### Cell area per tile

The die is cut into 15 by 15 equal tiles; black is low, pale yellow is high, 0 to 100% covered.
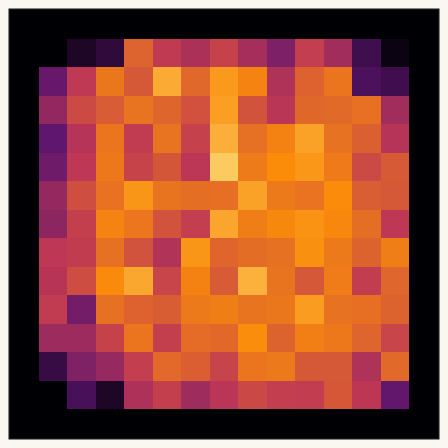
### Met3 routing

Scale bar: 50 um.
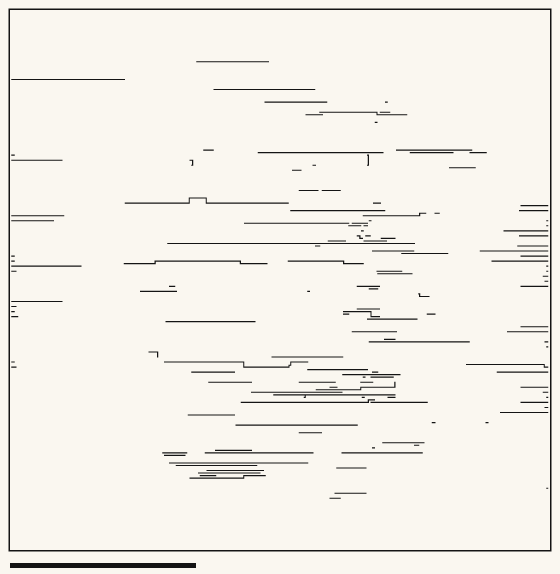
### Logic cells by family

Scale bar: 50 um.
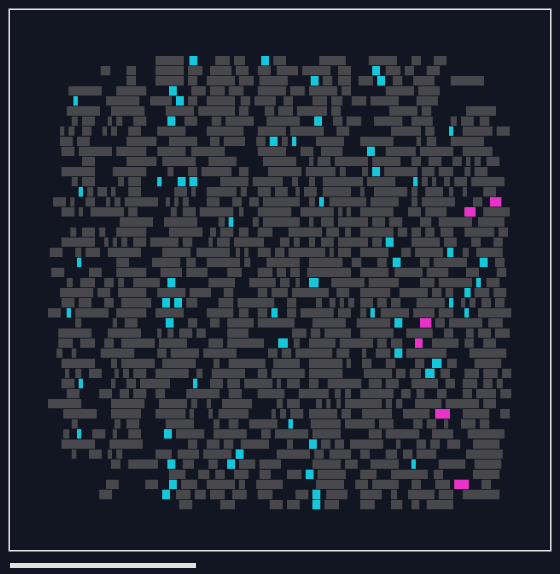
### Placed standard cells

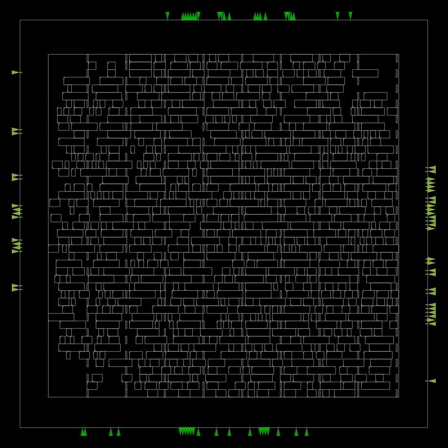
--- config.mk ---
export PLATFORM = sky130hd
export DESIGN_NAME = regfile_bypass_sb
export DESIGN_NICKNAME = d
export VERILOG_FILES = /design/src/rtl/regfile_bypass_sb.sv
export SDC_FILE = /design/constraint.sdc
export NUM_CORES = 1
export LEC_CHECK = 0
export CAP_MARGIN = 20
export CELL_PAD_IN_SITES_DETAIL_PLACEMENT = 1
export CELL_PAD_IN_SITES_GLOBAL_PLACEMENT = 2
export CORE_MARGIN = 10
export CORE_UTILIZATION = 35
export CTS_CLUSTER_SIZE = 24
export DETAILED_ROUTE_END_ITERATION = 12
export PLACE_DENSITY_LB_ADDON = 0.1
export SLEW_MARGIN = 20
export SYNTH_ARGS = -nofsm -noshare
export SYNTH_HDL_FRONTEND = slang
export SYNTH_SLANG_ARGS = --single-unit
--- constraint.sdc ---
create_clock -name clk -period 1.71 [get_ports clk]
set_input_delay 0.2565 -clock clk [delete_from_list [all_inputs] [get_ports clk]]
set_output_delay 0.2565 -clock clk [all_outputs]
set_load 0.05 [all_outputs]
--- src/rtl/regfile_bypass_sb.sv ---
// regfile_bypass_sb: parametrised register file, two combinational read ports,
// two write ports (A wins on collision), same-cycle bypass, busy scoreboard.
module regfile_bypass_sb #(
   parameter int unsigned WORD_SIZE = 16,
   parameter int unsigned ADDR_W    = 2,
   parameter bit          BYPASS_EN = 1'b1,
   parameter bit          ZERO_REG  = 1'b0
) (
   input  logic                   clk,
   input  logic                   reset_n,
   input  logic [ADDR_W-1:0]      readReg1,
   input  logic [ADDR_W-1:0]      readReg2,
   output logic [WORD_SIZE-1:0]   readData1,
   output logic [WORD_SIZE-1:0]   readData2,
   output logic                   readBusy1,
   output logic                   readBusy2,
   input  logic                   wrEnA,
   input  logic [ADDR_W-1:0]      wrRegA,
   input  logic [WORD_SIZE-1:0]   wrDataA,
   input  logic                   wrEnB,
   input  logic [ADDR_W-1:0]      wrRegB,
   input  logic [WORD_SIZE-1:0]   wrDataB,
   input  logic                   rsvEn,
   input  logic [ADDR_W-1:0]      rsvReg,
   output logic [(1<<ADDR_W)-1:0] busyVec,
   output logic                   wrConflict
);

   localparam int unsigned NUM_REGS = 1 << ADDR_W;

   logic [WORD_SIZE-1:0] regs_q [NUM_REGS];
   logic [WORD_SIZE-1:0] regs_d [NUM_REGS];
   logic [NUM_REGS-1:0]  busy_q;
   logic [NUM_REGS-1:0]  busy_d;
   logic                 conflict_q;
   logic                 conflict_d;

   logic [ADDR_W-1:0]    raddr [2];
   logic [WORD_SIZE-1:0] rdata [2];
   logic                 rbusy [2];

   assign raddr[0]   = readReg1;
   assign raddr[1]   = readReg2;
   assign readData1  = rdata[0];
   assign readData2  = rdata[1];
   assign readBusy1  = rbusy[0];
   assign readBusy2  = rbusy[1];
   assign busyVec    = busy_q;
   assign wrConflict = conflict_q;

   // Next state: B then A so A overrides on collision; reserve beats release
   always_comb begin
      regs_d     = regs_q;
      busy_d     = busy_q;
      conflict_d = wrEnA && wrEnB && (wrRegA == wrRegB);
      for (int i = 0; i < NUM_REGS; i++) begin
         if (wrEnB && (wrRegB == ADDR_W'(i))) begin
            regs_d[i] = wrDataB;
         end
         if (wrEnA && (wrRegA == ADDR_W'(i))) begin
            regs_d[i] = wrDataA;
         end
         if (rsvEn && (rsvReg == ADDR_W'(i))) begin
            busy_d[i] = 1'b1;
         end else if ((wrEnA && (wrRegA == ADDR_W'(i))) ||
                      (wrEnB && (wrRegB == ADDR_W'(i)))) begin
            busy_d[i] = 1'b0;
         end
      end
      if (ZERO_REG) begin
         regs_d[0] = '0;
         busy_d[0] = 1'b0;
      end
   end

   // Read ports: A bypass over B bypass over stored; reset and R0 force zero
   always_comb begin
      for (int p = 0; p < 2; p++) begin
         rdata[p] = regs_q[raddr[p]];
         rbusy[p] = busy_q[raddr[p]];
         if (BYPASS_EN && wrEnB && (wrRegB == raddr[p])) begin
            rdata[p] = wrDataB;
         end
         if (BYPASS_EN && wrEnA && (wrRegA == raddr[p])) begin
            rdata[p] = wrDataA;
         end
         if (!reset_n || (ZERO_REG && (raddr[p] == '0))) begin
            rdata[p] = '0;
            rbusy[p] = 1'b0;
         end
      end
   end

   // State registers; reset drops contents, reservations and the flag
   always_ff @(posedge clk or negedge reset_n) begin
      if (!reset_n) begin
         for (int i = 0; i < NUM_REGS; i++) begin
            regs_q[i] <= '0;
         end
         busy_q     <= '0;
         conflict_q <= 1'b0;
      end else begin
         regs_q     <= regs_d;
         busy_q     <= busy_d;
         conflict_q <= conflict_d;
      end
   end

endmodule

==> reports/notes.md <==
The run finished, with violations left. The final reports fail on setup timing. The run gives 0.410 for the met2 layer usage reported by global route. Power attributed to sequential cells: 0.00217 W.

The final report gives the standard cell area, fillers excluded, as 0.00938 mm2. Dividing the synthesized area by the synthesized cell count gives 10.5 um2. The via count of the first global-routing pass came out at 6,441. The run gives 670 ps as the register-to-register setup slack. The run gives 29 for the OpenROAD warning count. The run gives 0.485 for the combinational fraction of design power.

Multi-input gate share of the layout cell area: 0.474. Per the area breakdown, the dominant cell category is combinational gates. For reference, the top cells by area after synthesis are dfrtp_1, mux4_2, mux2i_1. In the layout the commonest cells are buf_4, dfrtp_1, mux2i_1. The final weighted congestion recorded by global placement is 0.858. The sequential power share was 0.265.

The critical path's slowest stage uses the library cell mux4_2. The run gives 0.00205 W for the power consumed by the clock network. For this design the top-level I/O count stands at 86. The antenna cell count came out at 0.

The adder and majority gate portion of the synthesized area works out to 0. The first TritonRoute pass finished after 5 iterations. Hold-check failures listed in the final report amount to 0.

The total number of nets in the final design was 765; the count of cell types in the netlist was 37. The run gives 0.406 for the normalized max-slew margin. The number of cells reported by Yosys stat comes to 527. Counting flops per register, the top entry is regs_q. The area of the die is 0.0212 mm2, and the clock latency reported for the late side of the worst-skew pair is 350 ps. The run gives 171 as the number of cells upsized or downsized after cts. With the clock network fraction of design power at 0.250, the number of buffers created by CTS is 9. Non-clock inverters in the final layout number 3. Logic depth along the worst register-to-register path is recorded as 4.

The run gives 0.00552 mm2 as the summed instance area of the synthesized netlist. The clock tree root driver cell was clkbuf_16. The initial antenna violation count was 0; the total number of clock tree sinks was 69.

The worst setup path is launched from a flop. In the final report, the number of endpoints failing setup comes to 34. Total power normalized to cell area comes to 875 mW/mm2. The post-synthesis share of cell area spent on and, or, nand and nor gates works out to 0.101.

Sorting the Yosys area breakdown by cell type puts at the top dfrtp_1. Final-layout clock-cell area share: 0.0336. The post-route worst setup slack is -232 ps.

At the worst endpoint, the arrival time is 1690 ps. For the number of setup buffers added after CTS, the log shows 24. The H-tree was split into 3 levels. In the per-layer summary, the met1 wirelength comes to 11.3 mm.

The number of buffer cells added on primary ports was 85. According to the timing report, the data required time at the worst endpoint equals 1450 ps. The tools report the number of synthesis warnings as 0.

The endpoint identified for the worst register-to-register timing path is regs_q[1]$_DFFE_PN0P_. The logs give -903 ps for the minimum setup slack after placement and 0 for the max-slew violation count. TritonCTS built the clock tree. Final routed wire length divided by cell count: 28.9 um. The routed layout has 5,839 vias.

The layout report lists the multi-input gate area as 0.00444 mm2. The tools report the summed negative setup slack over all endpoints as -6590 ps. The final worst-path cycle share works out to 1.14.
-- 'Cell area per tile' (at the start) --
nearly empty tiles: 26%
densest ninth of the die: middle
mean over tiles: 43%
Placeable Area: 0.0153 mm2
fraction of the core area covered by cells at the end of the flow: 0.613
Pre-Place Util: 0.360

-- 'Met3 routing' (at the start) --
share of all routed wire: 5.4%
longest straight run: 66.5 um

-- 'Logic cells by family' (at the start) --
| color | family | cells |
|---|---|---|
| cyan | NAND gates | 59 |
| magenta | AND and OR gates | 6 |

-- 'Placed standard cells' (at the start) --
Rows: 45
Seq area share: 0.184

Power is estimated from default activity; no workload was simulated.
